<file path="src/rtl/demux_pkg.sv">
// rtl/demux_pkg.sv - shared constants and state type for the demux scan controller
package demux_pkg;

    localparam int NCH   = 8;
    localparam int SEL_W = 3;

    typedef enum logic [1:0] {
        IDLE,
        SCAN,
        DONE
    } scan_state_t;

endpackage

</file>
<file path="src/rtl/demux_scan_ctrl_if.sv">
// rtl/demux_scan_ctrl_if.sv - request and demux-drive signals of the scan controller
interface demux_scan_ctrl_if;
    import demux_pkg::*;

    logic             start;
    logic             abort;
    logic [NCH-1:0]   mask;
    logic [NCH-1:0]   pattern;
    logic [SEL_W-1:0] sel;
    logic             a;
    logic             busy;
    logic             done;

    modport master (
        output start, abort, mask, pattern,
        input  sel, a, busy, done
    );

    modport slave (
        input  start, abort, mask, pattern,
        output sel, a, busy, done
    );

endinterface

</file>
<file path="src/rtl/demux_next_ch.sv">
// rtl/demux_next_ch.sv - priority finder for the next enabled channel
module demux_next_ch
    import demux_pkg::*;
(
    input  logic [NCH-1:0]   mask_q,
    input  logic [SEL_W-1:0] sel,
    input  logic             first,
    output logic [SEL_W-1:0] nxt_sel,
    output logic             nxt_valid
);

    // Scan from the top down so the lowest qualifying bit is the last one written.
    always_comb begin
        nxt_sel   = '0;
        nxt_valid = 1'b0;
        for (int i = NCH - 1; i >= 0; i--) begin
            if (mask_q[i] && (first || (i > int'(sel)))) begin
                nxt_sel   = SEL_W'(i);
                nxt_valid = 1'b1;
            end
        end
    end

endmodule

</file>
<file path="src/rtl/demux_scan_ctrl.sv">
// rtl/demux_scan_ctrl.sv - walks enabled demux channels with a fixed dwell per channel
module demux_scan_ctrl #(
    parameter int DWELL = 4,
    parameter int NCH   = 8
) (
    input  logic              clk,
    input  logic              rst_n,
    demux_scan_ctrl_if.slave  bus
);
    import demux_pkg::*;

    localparam logic [7:0] DWELL_M1 = 8'(DWELL - 1);

    scan_state_t      state;
    logic [NCH-1:0]   mask_q;
    logic [NCH-1:0]   pattern_q;
    logic [SEL_W-1:0] cur_sel;
    logic [7:0]       cnt;

    logic [NCH-1:0]   find_mask;
    logic             find_first;
    logic [SEL_W-1:0] nxt_sel;
    logic             nxt_valid;

    // In IDLE the first channel comes straight from the live mask so it can be
    // loaded on the same edge that latches the mask.
    assign find_first = (state == IDLE);
    assign find_mask  = find_first ? bus.mask : mask_q;

    demux_next_ch u_next_ch (
        .mask_q    (find_mask),
        .sel       (cur_sel),
        .first     (find_first),
        .nxt_sel   (nxt_sel),
        .nxt_valid (nxt_valid)
    );

    // Scan FSM plus output registers; outputs follow the state one cycle later,
    // except abort, which clears them on the same edge it cancels the scan.
    always_ff @(posedge clk or negedge rst_n) begin
        if (!rst_n) begin
            state     <= IDLE;
            mask_q    <= '0;
            pattern_q <= '0;
            cur_sel   <= '0;
            cnt       <= '0;
            bus.sel   <= '0;
            bus.a     <= 1'b0;
            bus.busy  <= 1'b0;
            bus.done  <= 1'b0;
        end else begin
            case (state)
                IDLE: begin
                    if (bus.start && !bus.abort) begin
                        mask_q    <= bus.mask;
                        pattern_q <= bus.pattern;
                        if (nxt_valid) begin
                            state   <= SCAN;
                            cur_sel <= nxt_sel;
                            cnt     <= DWELL_M1;
                        end else begin
                            state <= DONE;
                        end
                    end
                end
                SCAN: begin
                    if (cnt != 8'd0) begin
                        cnt <= cnt - 8'd1;
                    end else if (nxt_valid) begin
                        cur_sel <= nxt_sel;
                        cnt     <= DWELL_M1;
                    end else begin
                        state <= DONE;
                    end
                end
                DONE:    state <= IDLE;
                default: state <= IDLE;
            endcase

            bus.sel  <= (state == SCAN) ? cur_sel :
                        (state == DONE) ? bus.sel : '0;
            bus.a    <= (state == SCAN) ? pattern_q[cur_sel] : 1'b0;
            bus.busy <= (state == SCAN);
            bus.done <= (state == DONE);

            if (bus.abort && (state != IDLE)) begin
                state    <= IDLE;
                bus.sel  <= '0;
                bus.a    <= 1'b0;
                bus.busy <= 1'b0;
                bus.done <= 1'b0;
            end
        end
    end

endmodule
</file>
<file path="src/flat_wrapper.sv">
// flat-port wrapper written by rule: the top's interface ports become plain ports
module demux_scan_ctrl_flat import demux_pkg::*;
#(
    parameter int DWELL = 4,
    parameter int NCH   = 8
)
  (clk, rst_n, bus_start, bus_abort, bus_mask, bus_pattern, bus_sel, bus_a, bus_busy, bus_done);
  demux_scan_ctrl_if bus_i ();
  input  logic clk;
  input  logic rst_n;
  input wire logic [$bits(bus_i.start)-1:0] bus_start;
  input wire logic [$bits(bus_i.abort)-1:0] bus_abort;
  input wire logic [$bits(bus_i.mask)-1:0] bus_mask;
  input wire logic [$bits(bus_i.pattern)-1:0] bus_pattern;
  output wire logic [$bits(bus_i.sel)-1:0] bus_sel;
  output wire logic [$bits(bus_i.a)-1:0] bus_a;
  output wire logic [$bits(bus_i.busy)-1:0] bus_busy;
  output wire logic [$bits(bus_i.done)-1:0] bus_done;
  assign bus_i.start = bus_start;
  assign bus_i.abort = bus_abort;
  assign bus_i.mask = bus_mask;
  assign bus_i.pattern = bus_pattern;
  assign bus_sel = bus_i.sel;
  assign bus_a = bus_i.a;
  assign bus_busy = bus_i.busy;
  assign bus_done = bus_i.done;
  demux_scan_ctrl #(.DWELL(DWELL), .NCH(NCH)) u_core (.clk(clk), .rst_n(rst_n), .bus(bus_i));
endmodule
</file>
<file path="config.mk">
export PLATFORM = sky130hd
export DESIGN_NAME = demux_scan_ctrl_flat
export DESIGN_NICKNAME = d
export VERILOG_FILES = /design/src/rtl/demux_pkg.sv /design/src/rtl/demux_scan_ctrl_if.sv /design/src/rtl/demux_next_ch.sv /design/src/rtl/demux_scan_ctrl.sv /design/src/flat_wrapper.sv
export SDC_FILE = /design/constraint.sdc
export NUM_CORES = 1
export LEC_CHECK = 0
export CAP_MARGIN = 15
export CORE_UTILIZATION = 40
export DETAILED_ROUTE_END_ITERATION = 10
export PLACE_DENSITY = 0.61
export SETUP_SLACK_MARGIN = 0.15
export SLEW_MARGIN = 5
export SYNTH_ARGS = -nofsm -noshare
export SYNTH_HDL_FRONTEND = slang
export SYNTH_HIERARCHICAL = 1
export SYNTH_SLANG_ARGS = --single-unit
</file>
<file path="constraint.sdc">
create_clock -name clk -period 3.3 [get_ports clk]
set_clock_uncertainty 0.15 [all_clocks]
set_input_delay 0.66 -clock clk [delete_from_list [all_inputs] [get_ports clk]]
set_output_delay 0.66 -clock clk [all_outputs]
set_load 0.05 [all_outputs]
</file>
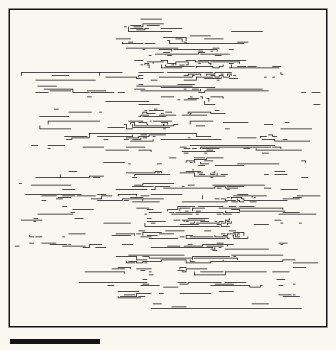
*M1 wires, run 1*
Scale bar: 20 um.
longest straight run: 33.6 um
share of all routed wire: 46%
wire length on this layer: 1770 um
main direction: horizontal
nets with wire on the layer: 189

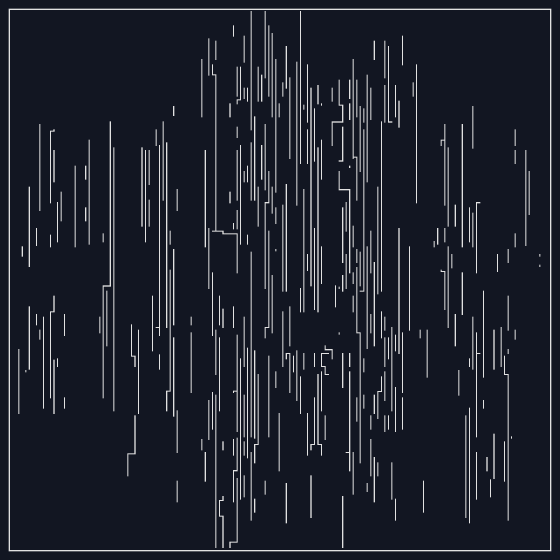
*Met2 routing, run 1*
share of all routed wire: 49%
nets with wire on the layer: 185
longest straight run: 34.3 um
wire length on this layer: 1880 um
main direction: vertical

==> impl_report.txt, run 1 <==
RUN METRICS
----------------------------------------------------
[Min path]
  End point of the most critical hold path ........................ u_core/mask_q[0]
  Hold Path Cell Cnt ........................ 1

[Synthesis]
  Floorplan Nets ........................ 185
  Simple-gate share of the synthesized area ........................ 0.157
  Count of state elements after synthesis ........................ 35
  Total of warnings raised by yosys ........................ 6
  Number of instances in the synthesized netlist ........................ 163
  Synthesized area ........................ 1880 um2
  Number of unique standard cell types used by synthesis ........................ 44
  Average cell area after synthesis ........................ 11.5 um2
  Cell total in the yosys stat output ........................ 163
  Count of library flops with an enable pin ........................ 0
  Post-synthesis xor/xnor area fraction ........................ 0.00931

[Pwr]
  Total design power ........................ 2.05 mW
  Static leakage power ........................ 0.964 nW
  Switch Pwr ........................ 776 uW
  Power per unit of standard cell area ........................ 903 nW/um2
  Sequential power ........................ 776 uW
  Internal power summed over all cells ........................ 1.27 mW
  Dominant power group ........................ combinational logic

[Timing]
  Final-layout worst hold slack ........................ 0.357 ns
  Fin Setup TNS ........................ 0 ns
  Share of the clock period used by the worst path after layout ........................ 0.859
  Number of pins with negative max-slew slack in the final report ........................ 0
  Rel. slew slack ........................ 0.333

[Die]
  Chip height ........................ 70.6 um
  Placeable core region ........................ 4440 um2
  Initial Utilization ........................ 0.423
  Standard-cell rows ........................ 24
  Die Outline Area ........................ 4980 um2

[Layout]
  Net count of the finished layout ........................ 214
  Top cell excl fill/tap ........................ dfrtp_1
  Area grow syn2layout ........................ 20.6%
  Top flop regs ........................ u_core/cnt (8), u_core/mask_q (8), u_core/pattern_q (8)
  Antenna Cells ........................ 0
  Final design utilization ........................ 0.510

[Setup path]
  Worst EP required ........................ 3.32 ns
  WP data arrival ........................ 2.86 ns
  Critical-path maximum fanout ........................ 18
  Startpoint class of the critical path ........................ flop
  Capturing point of the worst reg2reg path ........................ u_core/cur_sel[0]
  Worst Setup SP ........................ u_core/state[0]

[GRT]
  Met3 track demand over resource in global routing ........................ 0.0499
  Global routing usage on met2 ........................ 0.289

[Clock network]
  Skew-Pair Late Insertion Delay ........................ 0.29 ns
  Setup Buffers After CTS ........................ 0
  TritonCTS clock tree ........................ done
  # H-tree levels ........................ 2
  Deepest clock path buffer count ........................ 2
  Post-CTS Resized ........................ 0
  Clock slew at the register clock pins of the worst setup and hold paths ........................ 0.07 ns
  Number of sinks driven by the clock tree ........................ 35

[Routing]
  Detailed-route DRC error count ........................ 6
  Via count normalized by instance count ........................ 5.54
  Average detailed-routed wire length per instance ........................ 15.8 um
  Antenna Violating Nets Remaining ........................ 0
  Wire length on met3 ........................ 164 um
  Router iterations before antenna repair ........................ 7
  Via count of the routed design ........................ 1352

[Outcome]
  Status ........................ finished with violations
  Violated checks ........................ DRC

[Run]
  Total tool warning count ........................ 27

[Placed design]
  Setup WS pre-CTS ........................ 0.267 ns

----------------------------------------------------
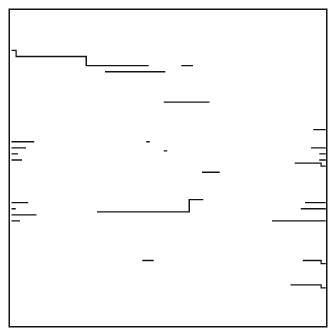
*Metal 3, run 1*
main direction: horizontal
longest straight run: 20.5 um
share of all routed wire: 4.3%
nets with wire on the layer: 23
wire length on this layer: 164 um

-- run 1: final cells by class --
class                           instances  area, um2
Fill cell                             390       2180
Multi-Input combinational cell        118        951
Sequential cell                        35        876
Timing Repair Buffer                   28        273
Clock buffer                            6       82.6
Tap cell                               52       65.1
Inverter                                4       15.0
Clock inverter                          1       5.00
-- run 1: synthesized netlist by cell type (2+ instances only) --
| cell type | count | share of area |
|---|---|---|
| a21oi_1 | 5 | 0.013 |
| a22o_1 | 3 | 0.014 |
| a22o_2 | 2 | 0.011 |
| buf_2 | 2 | 0.0053 |
| buf_6 | 2 | 0.012 |
| dfrtp_1 | 35 | 0.47 |
| ha_1 | 2 | 0.013 |
| inv_1 | 4 | 0.0080 |
| mux2_2 | 27 | 0.16 |
| mux2i_1 | 4 | 0.021 |
| mux4_2 | 2 | 0.024 |
| nand2_1 | 10 | 0.020 |
| nand2b_1 | 4 | 0.013 |
| nand4_1 | 4 | 0.013 |
| nor2_1 | 8 | 0.016 |
| nor2b_1 | 6 | 0.020 |
| nor3_1 | 7 | 0.019 |
| nor3b_1 | 2 | 0.0080 |
| o21ai_0 | 7 | 0.019 |
| o22a_1 | 3 | 0.014 |
-- run 1: critical path, cell delays in order, from the launching register on --
cell and delay (ns):
dfrtp_1 0.44, nor2_1 0.11, buf_4 0.22, mux2_2 0.38
nor2b_1 0.14, o22a_1 0.23, nor2_1 0.11, nand4_1 0.19
o211a_1 0.24, and2b_2 0.24, mux2_2 0.27
-- run 1: worst max-delay path by stage --
stage | end
finish | u_core/cur_sel[0]
floorplan | u_core/cur_sel[0]
global placement | u_core/cur_sel[2]
CTS | u_core/cur_sel[0]
detailed placement | u_core/cur_sel[0]
global route | u_core/cur_sel[0]
## Run 2: what changed since run 1
Settings changed: HOLD_SLACK_MARGIN set to 0.02.
Clock period 3.3 ns to 3.54 ns, I/O delays scaled along.
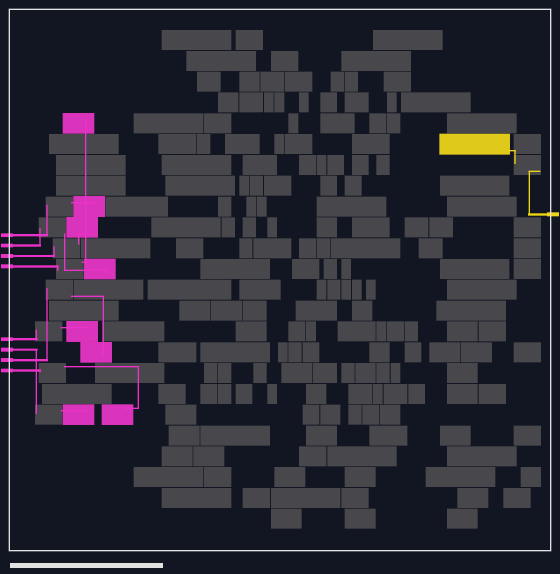
*I/O nets highlighted, run 2*
Scale bar: 20 um.
legend:
  bus_pattern:
    colour: magenta
    direction: input
    end_cells: 8
    buffers: 8
    wire: 131 um
  bus_busy:
    colour: yellow
    direction: output
    end_cells: 1
    buffers: 1
    wire: 12.1 um

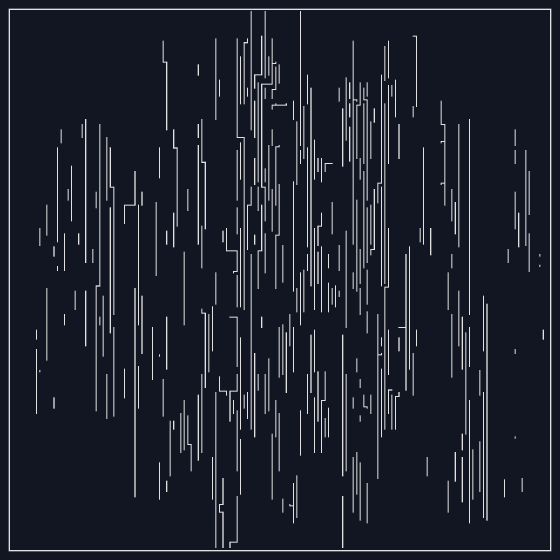
*Met2 routing, run 2*
main direction: vertical
share of all routed wire: 50%
longest straight run: 28.2 um
wire length on this layer: 1900 um

==> run 2 against run 1 <==
The run still ends with DRC left; area after synthesis unchanged; register-to-register slack improved by 0.22 ns; die area did not move; clock power grew 17%; sequential power fell by 6.8%; first-iteration DRC count rose by 39%; highest routed layer unchanged.
==> impl_report.txt, run 2 <==
RUN METRICS
----------------------------------------------------
[Timing]
  Rel. slew slack ........................ 0.373
  Share of the clock period used by the worst path after layout ........................ 0.808
  Worst setup margin ........................ 0.680 ns
  Maximum clock rate ........................ 350 MHz
  Number of pins with negative max-slew slack in the final report ........................ 0
  Minimum clock period after layout ........................ 2.86 ns
  Fin Setup TNS ........................ 0 ns
  Unrepaired setup endpoints after global routing ........................ false
  Slew at the pin closest to its max-slew limit ........................ 0.936 ns
  Final tally of setup violations ........................ 0
  Final-layout worst hold slack ........................ 0.358 ns
  Final Hold Vio Count ........................ 0

[Die]
  Standard-cell rows ........................ 24
  IO Pins ........................ 26
  Initial Utilization ........................ 0.423
  Die Outline Area ........................ 4980 um2
  Placeable core region ........................ 4440 um2
  Chip height ........................ 70.6 um
  Die Width ........................ 70.6 um

[Clock network]
  # H-tree levels ........................ 2
  Number of sinks driven by the clock tree ........................ 35
  Deepest clock path buffer count ........................ 2
  Clock slew at the register clock pins of the worst setup and hold paths ........................ 0.07 ns
  Number of buffers added by the clock tree synthesis step ........................ 5
  Skew-Pair Late Insertion Delay ........................ 0.28 ns
  Setup Buffers After CTS ........................ 0
  Post-CTS Hold Fix Bufs ........................ 0
  Post-CTS Resized ........................ 0
  TritonCTS clock tree ........................ done
  Cell chosen for the clock root ........................ clkbuf_8

[Synthesis]
  Cells taking the most area after synthesis ........................ dfrtp_1 (47%), mux2_2 (16%), mux4_2 (2.4%)
  Number of instances in the synthesized netlist ........................ 163
  Number of unique standard cell types used by synthesis ........................ 44
  Register area share after synthesis ........................ 0.466
  Synthesized area ........................ 1880 um2
  Count of state elements after synthesis ........................ 35
  Most repeated cell in the gate-level netlist after synthesis ........................ dfrtp_1
  Floorplan Nets ........................ 185
  Prevailing post-synth register cell ........................ dfrtp_1
  Asr flop ratio synth ........................ 1.00
  Count of library flops with an enable pin ........................ 0
  Most numerous cell types in the synthesized netlist ........................ dfrtp_1 (35), mux2_2 (27), nand2_1 (10), nor2_1 (8)
  Yosys chip area ........................ 1880 um2
  Cell total in the yosys stat output ........................ 163
  Most area-hungry cell type in the Yosys netlist ........................ dfrtp_1
  Average cell area after synthesis ........................ 11.5 um2
  Area fraction of the dominant cell type after synthesis ........................ 0.466
  Total of warnings raised by yosys ........................ 6

[Pwr]
  Total design power ........................ 1.98 mW
  Switching fraction of total power ........................ 0.364
  Sequential power ........................ 723 uW
  Clock network power consumption ........................ 367 uW
  Share of total power in sequential cells ........................ 0.365
  Share of power burned in the clock network ........................ 0.186
  Static leakage power ........................ 0.978 nW
  Highest ir drop seen on vdd ........................ 0.361 mV
  Dominant power group ........................ combinational logic
  Switch Pwr ........................ 719 uW
  Internal power summed over all cells ........................ 1.26 mW
  P_comb ........................ 888 uW
  Power per unit of standard cell area ........................ 861 nW/um2
  Proportion of power drawn by combinational gates ........................ 0.449

[Routing]
  Initial drt markers ........................ 68
  Wire length on met3 ........................ 132 um
  Detailed-route DRC error count ........................ 6
  DR WL met2 ........................ 1.90 mm
  Via count normalized by instance count ........................ 5.51
  Detailed Route WL ........................ 3.78 mm
  Router iterations before antenna repair ........................ 7
  Antenna Violating Nets Remaining ........................ 0
  Average detailed-routed wire length per instance ........................ 15.4 um
  Via count of the routed design ........................ 1350
  Highest signal layer in the routed design ........................ met4
  Wire length on met1 ........................ 1.71 mm

[Placed design]
  Placed wire-length estimate after detailed placement ........................ 2.72 mm
  Count of buffers inserted at the top-level ports ........................ 25
  Setup WS pre-CTS ........................ 0.474 ns
  Placed Instance Area ........................ 2180 um2
  Routability cong. ........................ 0.847
  Total instance count after detailed placement ........................ 237

[Min path]
  Path class of the lowest-slack min-delay path ........................ flop to flop

[Layout]
  Most frequently placed logic cells in the final layout ........................ dfrtp_1 (35), mux2_2 (27), clkdlybuf4s50_1 (25), nand2_1 (10), nor2_1 (8)
  Final design utilization ........................ 0.517
  Proportion of layout cells with a drive suffix above 1 ........................ 0.254
  Tally of filler cells in the layout ........................ 389
  Top cell excl fill/tap ........................ dfrtp_1
  Net count of the finished layout ........................ 214
  Post-route insts no fill ........................ 245
  Post-route design area ........................ 2300 um2
  Area grow syn2layout ........................ 22.2%
  Antenna Cells ........................ 0
  Top flop regs ........................ u_core/cnt (8), u_core/mask_q (8), u_core/pattern_q (8)

[Setup path]
  Kind of critical path ........................ flop to flop
  Worst EP required ........................ 3.56 ns
  FF-to-FF path depth ........................ 10
  Critical-path maximum fanout ........................ 18
  WP data arrival ........................ 2.88 ns
  Critical path capture point type ........................ flop
  Capturing point of the worst reg2reg path ........................ u_core/cur_sel[2]
  Startpoint class of the critical path ........................ flop
  Register-to-register setup slack ........................ 0.68 ns
  Capturing instance or port of the critical path ........................ u_core/cur_sel[2]
  Worst Setup SP ........................ u_core/state[0]

[GRT]
  Antenna violations before repair ........................ 0
  Met1 Usage GRT ........................ 0.206
  All-layer global routing usage ........................ 0.168
  Number of global-route vias before repair ........................ 1449
  Busiest metal layer after global routing ........................ met2
  Global routing usage on met2 ........................ 0.290
  Largest net degree at the start of global routing ........................ 36
  First-pass GRT wire length ........................ 6.55 mm
  Congestion Overflow GR ........................ 0
  Met3 track demand over resource in global routing ........................ 0.0356

[Outcome]
  Violated checks ........................ DRC
  Status ........................ finished with violations

[Run]
  Total tool warning count ........................ 27
  Number of max-capacitance violations reported ........................ 0

----------------------------------------------------
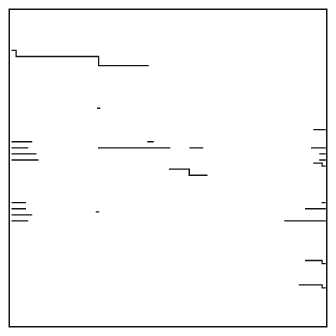
*Metal 3, run 2*
nets with wire on the layer: 21
wire length on this layer: 133 um

==> run 2: cell types whose count changed in the layout (fill, tap and decap cells not counted) <==
cell       previous run  this run
bufinv_16             0         1
==> run 2: cells by family after synthesis <==
logic type,after synthesis,share of synthesized area
flip-flops,35,0.466
buffers and inverters,10,0.0319
adder cells (fa/ha/maj),2,0.0133
AND-OR/OR-AND,29,0.108
AND/OR/NAND/NOR,51,0.157
multiplexers,34,0.215
XOR/XNOR,2,0.00932
==> run 2: layout make-up <==
type / instances / area, um2 / share of cell area
Clock buffer: 6 / 82.6 / 0.0359
Clock inverter: 2 / 35.0 / 0.0153
Inverter: 4 / 15.0 / 0.00654
Multi-Input combinational cell: 118 / 951 / 0.414
Sequential cell: 35 / 876 / 0.381
Tap cell: 52 / 65.1 / 0.0283
Timing Repair Buffer: 28 / 273 / 0.119
==> run 2: worst max-delay path, cell delays in order, from the launching register on <==
cell     delay (ns)
dfrtp_1        0.45
nor2_1         0.13
buf_4          0.24
mux2_2         0.38
nor2b_1        0.14
o22a_1         0.22
nor2_1         0.11
nand4_1        0.18
o211a_1        0.23
and2b_2        0.23
mux2_2         0.28
==> run 2: worst min path at each step <==
stage / endpoint / slack [ns] / cells after the start / startpoint
2_1_floorplan: u_core/bus.a / 0.26 / 0 / rst_n
3_3_place_gp: u_core/pattern_q[7] / 0.33 / 1 / u_core/pattern_q[7]
3_5_place_dp: u_core/pattern_q[7] / 0.34 / 1 / u_core/pattern_q[7]
4_1_cts: u_core/pattern_q[7] / 0.36 / 1 / u_core/pattern_q[7]
5_1_grt: u_core/pattern_q[1] / 0.37 / 1 / u_core/pattern_q[1]
6_report: u_core/mask_q[7] / 0.36 / 1 / u_core/mask_q[7]
Power is estimated from default activity; no workload was simulated.
